**src/rtl/cav_lock_supervisor_pkg.sv**
```systemverilog
// Shared widths, FSM state codes and helpers for the cavity lock supervisor.
package cav_lock_supervisor_pkg;

  localparam int FILTER_IO_SIZE_DEF = 25;
  localparam int CNT_W_DEF          = 24;
  localparam int RELOCK_W_DEF       = 8;
  localparam int ST_W               = 3;

  typedef enum logic [ST_W-1:0] {
    ST_IDLE   = 3'd0,
    ST_SCAN   = 3'd1,
    ST_CATCH  = 3'd2,
    ST_LOCKED = 3'd3,
    ST_RELOCK = 3'd4
  } state_e;

  // The servo runs only while catching or holding lock.
  function automatic logic pid_active(input state_e s);
    return (s == ST_CATCH) || (s == ST_LOCKED);
  endfunction

endpackage

```
**src/rtl/cav_lock_supervisor_if.sv**
```systemverilog
// Control/status bundle between the lock supervisor (slv) and its host/servo side (mst).
interface cav_lock_supervisor_if
  import cav_lock_supervisor_pkg::*;
#(
  parameter int FILTER_IO_SIZE = FILTER_IO_SIZE_DEF,
  parameter int CNT_W          = CNT_W_DEF,
  parameter int RELOCK_W       = RELOCK_W_DEF
);
  logic                             en;
  logic signed [FILTER_IO_SIZE-1:0] trans;
  logic signed [FILTER_IO_SIZE-1:0] trans_thr;
  logic signed [FILTER_IO_SIZE-1:0] s_out;
  logic signed [FILTER_IO_SIZE-1:0] LL;
  logic signed [FILTER_IO_SIZE-1:0] UL;
  logic        [FILTER_IO_SIZE-1:0] scan_step;
  logic        [CNT_W-1:0]          settle_cyc;
  logic        [CNT_W-1:0]          lost_cyc;
  logic                             pid_on;
  logic                             pid_hld;
  logic signed [FILTER_IO_SIZE-1:0] scan_out;
  logic        [ST_W-1:0]           state;
  logic                             locked;
  logic        [RELOCK_W-1:0]       relock_cnt;

  modport slv (
    input  en, trans, trans_thr, s_out, LL, UL, scan_step, settle_cyc, lost_cyc,
    output pid_on, pid_hld, scan_out, state, locked, relock_cnt
  );

  modport mst (
    output en, trans, trans_thr, s_out, LL, UL, scan_step, settle_cyc, lost_cyc,
    input  pid_on, pid_hld, scan_out, state, locked, relock_cnt
  );

endinterface

```
**src/rtl/cav_lock_timer.sv**
```systemverilog
// Saturating up-counter with synchronous clear; tc_o marks the last cycle of a term_i-long window.
// A term_i of zero behaves as one so the window is never empty.
module cav_lock_timer #(
  parameter int CNT_W = 24
) (
  input  logic             clk,
  input  logic             rst_n,
  input  logic             clr_i,
  input  logic             inc_i,
  input  logic [CNT_W-1:0] term_i,
  output logic             tc_o
);
  logic [CNT_W-1:0] cnt_q, cnt_d, last;

  always_comb begin
    cnt_d = cnt_q;
    if (clr_i) begin
      cnt_d = '0;
    end else if (inc_i && !(&cnt_q)) begin
      cnt_d = cnt_q + CNT_W'(1);
    end
  end

  assign last = (term_i == '0) ? '0 : term_i - CNT_W'(1);
  assign tc_o = (cnt_q == last);

  always_ff @(posedge clk) begin
    if (!rst_n) begin
      cnt_q <= '0;
    end else begin
      cnt_q <= cnt_d;
    end
  end

endmodule

```
**src/rtl/cav_lock_supervisor.sv**
```systemverilog
// Cavity lock supervisor: scan -> catch -> locked -> relock FSM driving the PID servo on/hold inputs.
// Define CAV_LOCK_DROPOUT_HOLD_EN to freeze the servo integrator (pid_hld) during dropouts while locked.
module cav_lock_supervisor
  import cav_lock_supervisor_pkg::*;
#(
  parameter int FILTER_IO_SIZE = FILTER_IO_SIZE_DEF,
  parameter int CNT_W          = CNT_W_DEF,
  parameter int RELOCK_W       = RELOCK_W_DEF
) (
  input  logic               clk,
  input  logic               rst_n,
  cav_lock_supervisor_if.slv bus
);
  localparam int W = FILTER_IO_SIZE;

  state_e              state_q, state_d;
  logic signed [W-1:0] scan_q, scan_d;
  logic                dir_dn_q, dir_dn_d;
  logic                pid_on_q, locked_q;
  logic [RELOCK_W-1:0] relock_q;
  logic                trans_hi, bad;
  logic                settle_clr, settle_tc, bad_clr, bad_tc;
  logic signed [W:0]   scan_w, step_w, ul_w, ll_w, sum_w;

  assign trans_hi = bus.trans >= bus.trans_thr;
  assign bad      = !trans_hi || (bus.s_out >= bus.UL) || (bus.s_out <= bus.LL);

  // Each timer runs only across an unbroken streak of its qualifying condition.
  assign settle_clr = !(bus.en && (state_q == ST_CATCH) && trans_hi);
  assign bad_clr    = !(bus.en && (state_q == ST_LOCKED) && bad);

  cav_lock_timer #(.CNT_W(CNT_W)) u_settle_tmr (
    .clk    (clk),
    .rst_n  (rst_n),
    .clr_i  (settle_clr),
    .inc_i  (1'b1),
    .term_i (bus.settle_cyc),
    .tc_o   (settle_tc)
  );

  cav_lock_timer #(.CNT_W(CNT_W)) u_bad_tmr (
    .clk    (clk),
    .rst_n  (rst_n),
    .clr_i  (bad_clr),
    .inc_i  (1'b1),
    .term_i (bus.lost_cyc),
    .tc_o   (bad_tc)
  );

  always_comb begin
    state_d = state_q;
    if (!bus.en) begin
      state_d = ST_IDLE;
    end else begin
      case (state_q)
        ST_IDLE:   state_d = ST_SCAN;
        ST_SCAN:   if (trans_hi) state_d = ST_CATCH;
        ST_CATCH:  if (!trans_hi) state_d = ST_SCAN;
                   else if (settle_tc) state_d = ST_LOCKED;
        ST_LOCKED: if (bad && bad_tc) state_d = ST_RELOCK;
        ST_RELOCK: state_d = ST_SCAN;
        default:   state_d = ST_IDLE;
      endcase
    end
  end

  // One extra bit keeps the ramp sum from wrapping before it is clamped.
  assign scan_w = {scan_q[W-1], scan_q};
  assign step_w = {1'b0, bus.scan_step};
  assign ul_w   = {bus.UL[W-1], bus.UL};
  assign ll_w   = {bus.LL[W-1], bus.LL};
  assign sum_w  = dir_dn_q ? (scan_w - step_w) : (scan_w + step_w);

  always_comb begin
    scan_d   = scan_q;
    dir_dn_d = dir_dn_q;
    if ((state_q == ST_SCAN) && (state_d == ST_SCAN)) begin
      if (sum_w >= ul_w) begin
        scan_d   = bus.UL;
        dir_dn_d = 1'b1;
      end else if (sum_w <= ll_w) begin
        scan_d   = bus.LL;
        dir_dn_d = 1'b0;
      end else begin
        scan_d = sum_w[W-1:0];
      end
    end
    if (state_d == ST_IDLE) dir_dn_d = 1'b0;
  end

  always_ff @(posedge clk) begin
    if (!rst_n) begin
      state_q  <= ST_IDLE;
      scan_q   <= '0;
      dir_dn_q <= 1'b0;
      pid_on_q <= 1'b0;
      locked_q <= 1'b0;
      relock_q <= '0;
    end else begin
      state_q  <= state_d;
      scan_q   <= scan_d;
      dir_dn_q <= dir_dn_d;
      pid_on_q <= pid_active(state_d);
      locked_q <= (state_d == ST_LOCKED);
      if ((state_q == ST_LOCKED) && (state_d == ST_RELOCK) && !(&relock_q)) begin
        relock_q <= relock_q + RELOCK_W'(1);
      end
    end
  end

`ifdef CAV_LOCK_DROPOUT_HOLD_EN
  logic pid_hld_q;

  always_ff @(posedge clk) begin
    if (!rst_n) begin
      pid_hld_q <= 1'b0;
    end else begin
      pid_hld_q <= (state_q == ST_LOCKED) && (state_d == ST_LOCKED) && !trans_hi;
    end
  end

  assign bus.pid_hld = pid_hld_q;
`else
  assign bus.pid_hld = 1'b0;
`endif

  assign bus.pid_on     = pid_on_q;
  assign bus.scan_out   = scan_q;
  assign bus.state      = state_q;
  assign bus.locked     = locked_q;
  assign bus.relock_cnt = relock_q;

endmodule

```
**src/flat_wrapper.sv**
```systemverilog
// flat-port wrapper written by rule: the top's interface ports become plain ports
module cav_lock_supervisor_flat import cav_lock_supervisor_pkg::*;
#(
  parameter int FILTER_IO_SIZE = FILTER_IO_SIZE_DEF,
  parameter int CNT_W          = CNT_W_DEF,
  parameter int RELOCK_W       = RELOCK_W_DEF
)
  (clk, rst_n, bus_en, bus_trans, bus_trans_thr, bus_s_out, bus_LL, bus_UL, bus_scan_step, bus_settle_cyc, bus_lost_cyc, bus_pid_on, bus_pid_hld, bus_scan_out, bus_state, bus_locked, bus_relock_cnt);
  cav_lock_supervisor_if #(.FILTER_IO_SIZE(FILTER_IO_SIZE), .CNT_W(CNT_W), .RELOCK_W(RELOCK_W)) bus_i ();
  input  logic clk;
  input  logic rst_n;
  input wire logic [$bits(bus_i.en)-1:0] bus_en;
  input wire logic [$bits(bus_i.trans)-1:0] bus_trans;
  input wire logic [$bits(bus_i.trans_thr)-1:0] bus_trans_thr;
  input wire logic [$bits(bus_i.s_out)-1:0] bus_s_out;
  input wire logic [$bits(bus_i.LL)-1:0] bus_LL;
  input wire logic [$bits(bus_i.UL)-1:0] bus_UL;
  input wire logic [$bits(bus_i.scan_step)-1:0] bus_scan_step;
  input wire logic [$bits(bus_i.settle_cyc)-1:0] bus_settle_cyc;
  input wire logic [$bits(bus_i.lost_cyc)-1:0] bus_lost_cyc;
  output wire logic [$bits(bus_i.pid_on)-1:0] bus_pid_on;
  output wire logic [$bits(bus_i.pid_hld)-1:0] bus_pid_hld;
  output wire logic [$bits(bus_i.scan_out)-1:0] bus_scan_out;
  output wire logic [$bits(bus_i.state)-1:0] bus_state;
  output wire logic [$bits(bus_i.locked)-1:0] bus_locked;
  output wire logic [$bits(bus_i.relock_cnt)-1:0] bus_relock_cnt;
  assign bus_i.en = bus_en;
  assign bus_i.trans = bus_trans;
  assign bus_i.trans_thr = bus_trans_thr;
  assign bus_i.s_out = bus_s_out;
  assign bus_i.LL = bus_LL;
  assign bus_i.UL = bus_UL;
  assign bus_i.scan_step = bus_scan_step;
  assign bus_i.settle_cyc = bus_settle_cyc;
  assign bus_i.lost_cyc = bus_lost_cyc;
  assign bus_pid_on = bus_i.pid_on;
  assign bus_pid_hld = bus_i.pid_hld;
  assign bus_scan_out = bus_i.scan_out;
  assign bus_state = bus_i.state;
  assign bus_locked = bus_i.locked;
  assign bus_relock_cnt = bus_i.relock_cnt;
  cav_lock_supervisor #(.FILTER_IO_SIZE(FILTER_IO_SIZE), .CNT_W(CNT_W), .RELOCK_W(RELOCK_W)) u_core (.clk(clk), .rst_n(rst_n), .bus(bus_i));
endmodule
```
**config.mk**
```make
export PLATFORM = sky130hd
export DESIGN_NAME = cav_lock_supervisor_flat
export DESIGN_NICKNAME = d
export VERILOG_FILES = /design/src/rtl/cav_lock_supervisor_pkg.sv /design/src/rtl/cav_lock_supervisor_if.sv /design/src/rtl/cav_lock_timer.sv /design/src/rtl/cav_lock_supervisor.sv /design/src/flat_wrapper.sv
export SDC_FILE = /design/constraint.sdc
export NUM_CORES = 1
export LEC_CHECK = 0
export CAP_MARGIN = 20
export CORE_UTILIZATION = 57
export CTS_CLUSTER_DIAMETER = 150
export CTS_CLUSTER_SIZE = 8
export DETAILED_ROUTE_END_ITERATION = 10
export PLACE_DENSITY_LB_ADDON = 0.12
export RECOVER_POWER = 100
export SLEW_MARGIN = 20
export SYNTH_ARGS = -nofsm -noshare
export SYNTH_HDL_FRONTEND = slang
export SYNTH_SLANG_ARGS = --single-unit
```
**constraint.sdc**
```tcl
create_clock -name clk -period 18.82 [get_ports clk]
set_input_delay 3.764 -clock clk [delete_from_list [all_inputs] [get_ports clk]]
set_output_delay 3.764 -clock clk [all_outputs]
set_load 0.005 [all_outputs]
```
Figure 1. M1 wires (run 1).
Supply wires on this layer in gray.
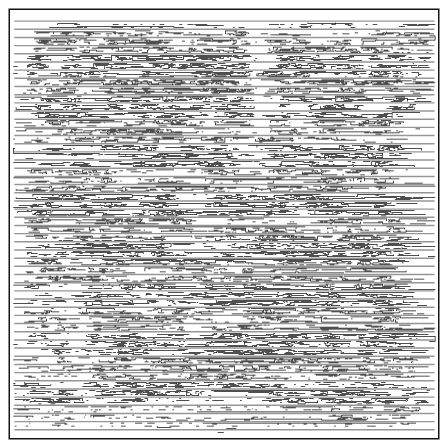
The layer holds 43% of the routed length. 1883 nets have wire on it. The layer carries 14800 um of wire. The wires run mostly horizontal.

Figure 2. The metal 2 layer (run 1).
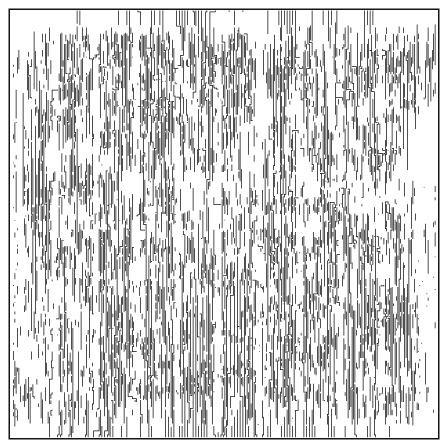
The longest straight run is 43.7 um. The layer carries 15800 um of wire. The layer holds 46% of the routed length. The wires run mostly vertical. 1743 nets have wire on it.
grt met2 use: 0.565
vias after detailed routing: 11.9k
final WL: 34.1 mm

==> GITHUB_STEP_SUMMARY, run 1 <==
### Metrics collected by this job

| Metric | Value |
|---|---|
| Worst Hold End | u_core.bus.scan_out[8]$_SDFFE_PN0P_ |
| Seq pwr share | 0.302 |
| Final non-filler cell area | 14000 um2 |
| Logic area | 8840 um2 |
| Net total in the final layout | 2060 |
| Final count of negative-setup-slack endpoints | 0 |
| Worst setup slack after layout | 7.67 ns |
| Timing startpoint of the critical path | bus_scan_step[2] |
| Number of maximum-capacitance violations | 0 |
| Worst Path Max Fanout | 44 |
| Worst flop-to-flop path endpoint | u_core.bus.scan_out[12]$_SDFFE_PN0P_ |
| Area reported by Yosys stat | 11200 um2 |
| Synth Instances | 1496 |
| Final period demand of the worst path | 11.15 ns |
| Setup repair after global routing missed its margin | false |
| Warning total across the stage logs | 28 |
| Synthesized flop and latch total | 87 |
| Dominant register cell | sky130_fd_sc_hd__dfxtp_1 |
| Max transition margin | 0.0883 |
| Top cell excl fill/tap | sky130_fd_sc_hd__clkdlybuf4s50_1 |
| Post-synth tally of flip-flops with integrated enable | 0 |
| GRT met1 Usage | 0.430 |
| Path length in cells of the critical path | 29 |
| GRT Util Overall | 0.332 |
| Final Hold Fails | 0 |
| Maximum clock rate | 89.7 MHz |
| Drc violations | 0 |
| Share of the synthesized area in the top cell type | 0.178 |
| Clock latency at the later pin of the worst-skew pair | 0.35 ns |
| Reg-to-reg setup timing slack | 12.21 ns |
| Slowest-stage cell, CP | sky130_fd_sc_hd__mux2_1 |
| Portion of the post-synthesis area used by sequential elements | 0.155 |
| Final-layout setup total negative slack | 0 ns |
| Cell Pwr Density | 44.8 nW/um2 |
| Post-CTS setup buffer count | 0 |
| Placement row count | 50 |
| TritonRoute pass-1 iters | 6 |
| Number of well taps | 260 |
| Highest-count cells in the layout ignoring fill and taps | sky130_fd_sc_hd__clkdlybuf4s50_1 (196), sky130_fd_sc_hd__nor2_1 (172), sky130_fd_sc_hd__ha_1 (160), sky130_fd_sc_hd__inv_1 (106), sky130_fd_sc_hd__nand2_1 (105) |
| Launching element type of the critical path | primary input |
| Met3 routed wirelength | 2.78 mm |
| Reg clk slew, reported paths | 0.07 ns |
| Area contributors post-synth | sky130_fd_sc_hd__ha_1 (18%), sky130_fd_sc_hd__dfxtp_1 (15%), sky130_fd_sc_hd__xnor2_1 (6.5%) |
| Sequential cells | 87 |
| Start point of the worst hold path | u_core.bus.scan_out[8]$_SDFFE_PN0P_ |
| Cell depth of the worst flop-to-flop path | 23 |
| Worst Clk Skew | 0.00904 ns |
| Core box area | 19000 um2 |
| Number of warnings printed during yosys synthesis | 0 |
| Path category of the worst min-delay check | reg -> reg |
| Starting density of the core | 0.591 |
| Routed len/inst | 17.4 um |
| Antenna violations before repair | 1 |
| Worst hold slack | 0.485 ns |
| Post-synthesis xor/xnor area fraction | 0.114 |
| Summed instance area of the synthesized netlist | 11200 um2 |
| Combined flip-flop and latch cell area | 1740 um2 |
| Global-route wire length before repair | 53.9 mm |
| Number of buffers added on ports | 238 |
| Top cell type by instance count after synthesis | sky130_fd_sc_hd__nor2_1 |
| Most utilized layer in the global route result | met2 |
| Clock buffer cells | 9 |
| Hold-fix buffers at CTS | 0 |
| Synthesized area per cell | 7.51 um2 |
| Result of the run | finished clean |
| Met3 track utilization from global routing | 0.0599 |
| Slew at the pin with the worst max-slew slack | 1.37 ns |
| Total Power Consumption | 628 uW |
| Required time of the worst setup path | 19.09 ns |
| Combinational share of power | 0.406 |
| LEAKAGE | 0.00581 uW |
| Fraction of the cycle the final worst path needs | 0.593 |
| Htree depth | 3 |
| Class of the most critical setup path | in -> reg |
| Cell type with the largest total area | sky130_fd_sc_hd__ha_1 |
| Arr. time, crit path | 11.42 ns |
| Horizontal die size | 142 um |
| Switching power of the nets | 217 uW |
| Multi-Input Combinational | 1249 |
| Max rail drop VDD | 0.0000436 V |
| Routed length on met2 | 15.8 mm |
| Area post-placement | 13800 um2 |
| Kind of end point of the critical path | register |
| Share of total power consumed by net switching | 0.345 |
| Top cell by count, worst path | sky130_fd_sc_hd__nor2_1 |
| Combinational fraction of the cell area | 0.630 |
| Post-DRT Antenna Nets | 0 |
Figure 3. Met3 routing (run 1).
Bar = 50 um.
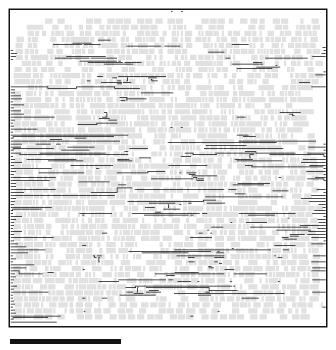
The wires run mostly horizontal. The layer carries 2780 um of wire. 271 nets have wire on it. The layer holds 8.2% of the routed length.

Figure 4. Metal 4 (run 1).
Supply wires on this layer in gray.
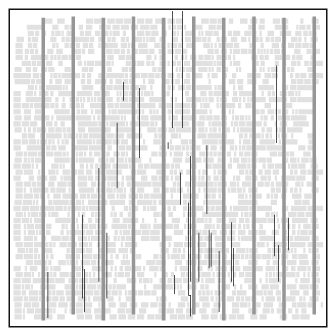
The layer holds 2.1% of the routed length. 24 nets have wire on it. The wires run mostly vertical. The longest straight run is 56.4 um.

run 1: registers in the layout, summed over array words and instances, names as in the netlist:
register / flops
u_core.dir_dn_q: 1
u_core.bus.relock_cnt: 8
u_core.u_bad_tmr.cnt_q: 24
u_core.bus.state: 3
u_core.bus.pid_on: 1
u_core.u_settle_tmr.cnt_q: 24
u_core.bus.locked: 1
u_core.bus.scan_out: 25
run 1: power groups by stage:
stage	Combinational (uW)	Sequential, uW	Clock, uW
4_1_cts	253	190	183
3_5_place_dp	251	194	0
2_1_floorplan	153	193	0
3_3_place_gp	244	194	0
5_1_grt	281	190	192
6_report	255	190	184
run 1: worst min-delay path: stages, from the launching register on:
cell and delay (ns):
sky130_fd_sc_hd__dfxtp_1 0.33, sky130_fd_sc_hd__nand2_1 0.05, sky130_fd_sc_hd__o21ai_0 0.06
## Run 2: what changed since run 1
--- a/config.mk
+++ b/config.mk
@@ -6,7 +6,7 @@
 export NUM_CORES = 1
 export LEC_CHECK = 0
 export CAP_MARGIN = 20
-export CORE_UTILIZATION = 57
+export CORE_UTILIZATION = 48
 export CTS_CLUSTER_DIAMETER = 150
 export CTS_CLUSTER_SIZE = 8
 export DETAILED_ROUTE_END_ITERATION = 10
==> constraint.sdc (replaced) <==
create_clock -name clk -period 9.7 [get_ports clk]
set_input_delay 1.94 -clock clk [delete_from_list [all_inputs] [get_ports clk]]
set_output_delay 1.94 -clock clk [all_outputs]
set_load 0.005 [all_outputs]
==> run 2 against run 1 <==
Setup slack lost 6.8 ns. First-iteration DRC count fell by 5.5%. Combinational power rose by 95%. Register-to-register slack worse by 8.7 ns. Area after synthesis is the same. Utilization is 12 points lower. Die size increased by 18%. Flip-flop count unchanged. Hold slack better by 0.0092 ns. Sequential power up 94%. Clock skew down 0.0034 ns. Cell area grew 0.69%. Largest cell class unchanged.
==> GITHUB_STEP_SUMMARY, run 2 <==
### Metrics collected by this job

| Metric | Value |
|---|---|
| Worst Clk Skew | 0.00563 ns (was 0.00904 ns) |
| Combined flip-flop and latch cell area | 1740 um2 (unchanged) |
| Met3 routed wirelength | 2.40 mm (was 2.78 mm) |
| Setup repair after global routing missed its margin | false (unchanged) |
| Top cell type by instance count after synthesis | sky130_fd_sc_hd__nor2_1 (unchanged) |
| Grt met2 use | 0.472 (was 0.565) |
| Required time of the worst setup path | 9.97 ns (was 19.09 ns) |
| Most utilized layer in the global route result | met2 (unchanged) |
| Dominant register cell | sky130_fd_sc_hd__dfxtp_1 (unchanged) |
| Synthesized flop and latch total | 87 (unchanged) |
| Horizontal die size | 155 um (was 142 um) |
| Sequential cells | 87 (unchanged) |
| Htree depth | 3 (unchanged) |
| Result of the run | finished clean (unchanged) |
| Area contributors post-synth | sky130_fd_sc_hd__ha_1 (18%), sky130_fd_sc_hd__dfxtp_1 (15%), sky130_fd_sc_hd__xnor2_1 (6.5%) (unchanged) |
| Maximum clock rate | 113 MHz |
| Share of the synthesized area in the top cell type | 0.178 (unchanged) |
| Max rail drop VDD | 0.0000694 V (was 0.0000436 V) |
| Vias after detailed routing | 11.8k (was 11.9k) |
| Worst flop-to-flop path endpoint | u_core.bus.scan_out[12]$_SDFFE_PN0P_ (unchanged) |
| Reg-to-reg setup timing slack | 3.50 ns (was 12.21 ns) |
| Final WL | 34.2 mm (was 34.1 mm) |
| Slew at the pin with the worst max-slew slack | 1.33 ns (was 1.37 ns) |
| Global-route wire length before repair | 55.0 mm (was 53.9 mm) |
| Number of well taps | 313 (was 260) |
| GRT met1 Usage | 0.381 (was 0.430) |
| Cell Pwr Density | 85.8 nW/um2 (was 44.8 nW/um2) |
| Number of buffers added on ports | 238 (unchanged) |
| Final count of negative-setup-slack endpoints | 0 (unchanged) |
| LEAKAGE | 0.00584 uW (was 0.00581 uW) |
| Logic area | 8860 um2 (was 8840 um2) |
| Drc violations | 0 (unchanged) |
| Starting density of the core | 0.493 (was 0.591) |
| Top cell by count, worst path | sky130_fd_sc_hd__nor2_1 (unchanged) |
| Hold-fix buffers at CTS | 0 (unchanged) |
| Launching element type of the critical path | primary input (unchanged) |
| Arr. time, crit path | 9.12 ns (was 11.42 ns) |
| Max transition margin | 0.102 (was 0.0883) |
| Cell type with the largest total area | sky130_fd_sc_hd__ha_1 (unchanged) |
| Number of maximum-capacitance violations | 0 (unchanged) |
| Warning total across the stage logs | 28 (unchanged) |
| Net total in the final layout | 2061 (was 2060) |
| Post-synth tally of flip-flops with integrated enable | 0 (unchanged) |
| Top cell excl fill/tap | sky130_fd_sc_hd__clkdlybuf4s50_1 (unchanged) |
| Portion of the post-synthesis area used by sequential elements | 0.155 (unchanged) |
| Reg clk slew, reported paths | 0.07 ns (about the same) |
| Max FFs per register | 25 (unchanged) |
| Number of warnings printed during yosys synthesis | 0 (unchanged) |
| Final period demand of the worst path | 8.85 ns |
| Path length in cells of the critical path | 29 (unchanged) |
| Start point of the worst hold path | u_core.bus.scan_out[0]$_SDFFE_PN0P_ (was u_core.bus.scan_out[8]$_SDFFE_PN0P_) |
| Combinational fraction of the cell area | 0.628 (was 0.630) |
[run 2: per-stage QoR]
stage | power (uW) | setup slack (ns) | area [um2] | instances | hold slack, ns
after global routing | 1280 | 0.240 | 14100 | 2018 | 0.519
final | 1210 | 0.849 | 14100 | 2018 | 0.494
after floorplan | 671 | 2.39 | 11200 | 1496 | 0.469
after CTS | 1220 | 1.09 | 14100 | 2016 | 0.499
after global placement | 856 | 0.939 | 13800 | 2000 | 0.472
after detailed placement | 865 | 0.727 | 13900 | 2001 | 0.484
[run 2: power by group through the flow]
stage / sequential, uW / clock [uW] / combinational, uW
finish: 368 / 349 / 496
global route: 368 / 365 / 549
CTS: 368 / 354 / 493
detailed placement: 376 / 0 / 489
global placement: 376 / 0 / 480
floorplan: 374 / 0 / 297
Figure 5. M1 wires (run 2).
Supply wires on this layer in gray.
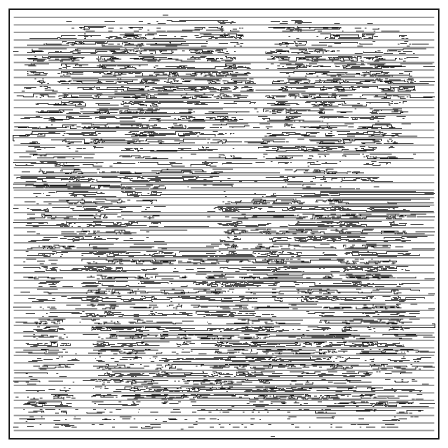
The layer holds 45% of the routed length. The wires run mostly horizontal. The longest straight run is 71.8 um. The layer carries 15500 um of wire. 1890 nets have wire on it.

Figure 6. Metal 4 (run 2).
Supply wires on this layer in gray.
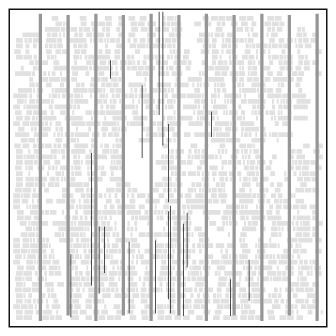
17 nets have wire on it. The layer holds 1.8% of the routed length.

Power and IR drop assume default switching activity.
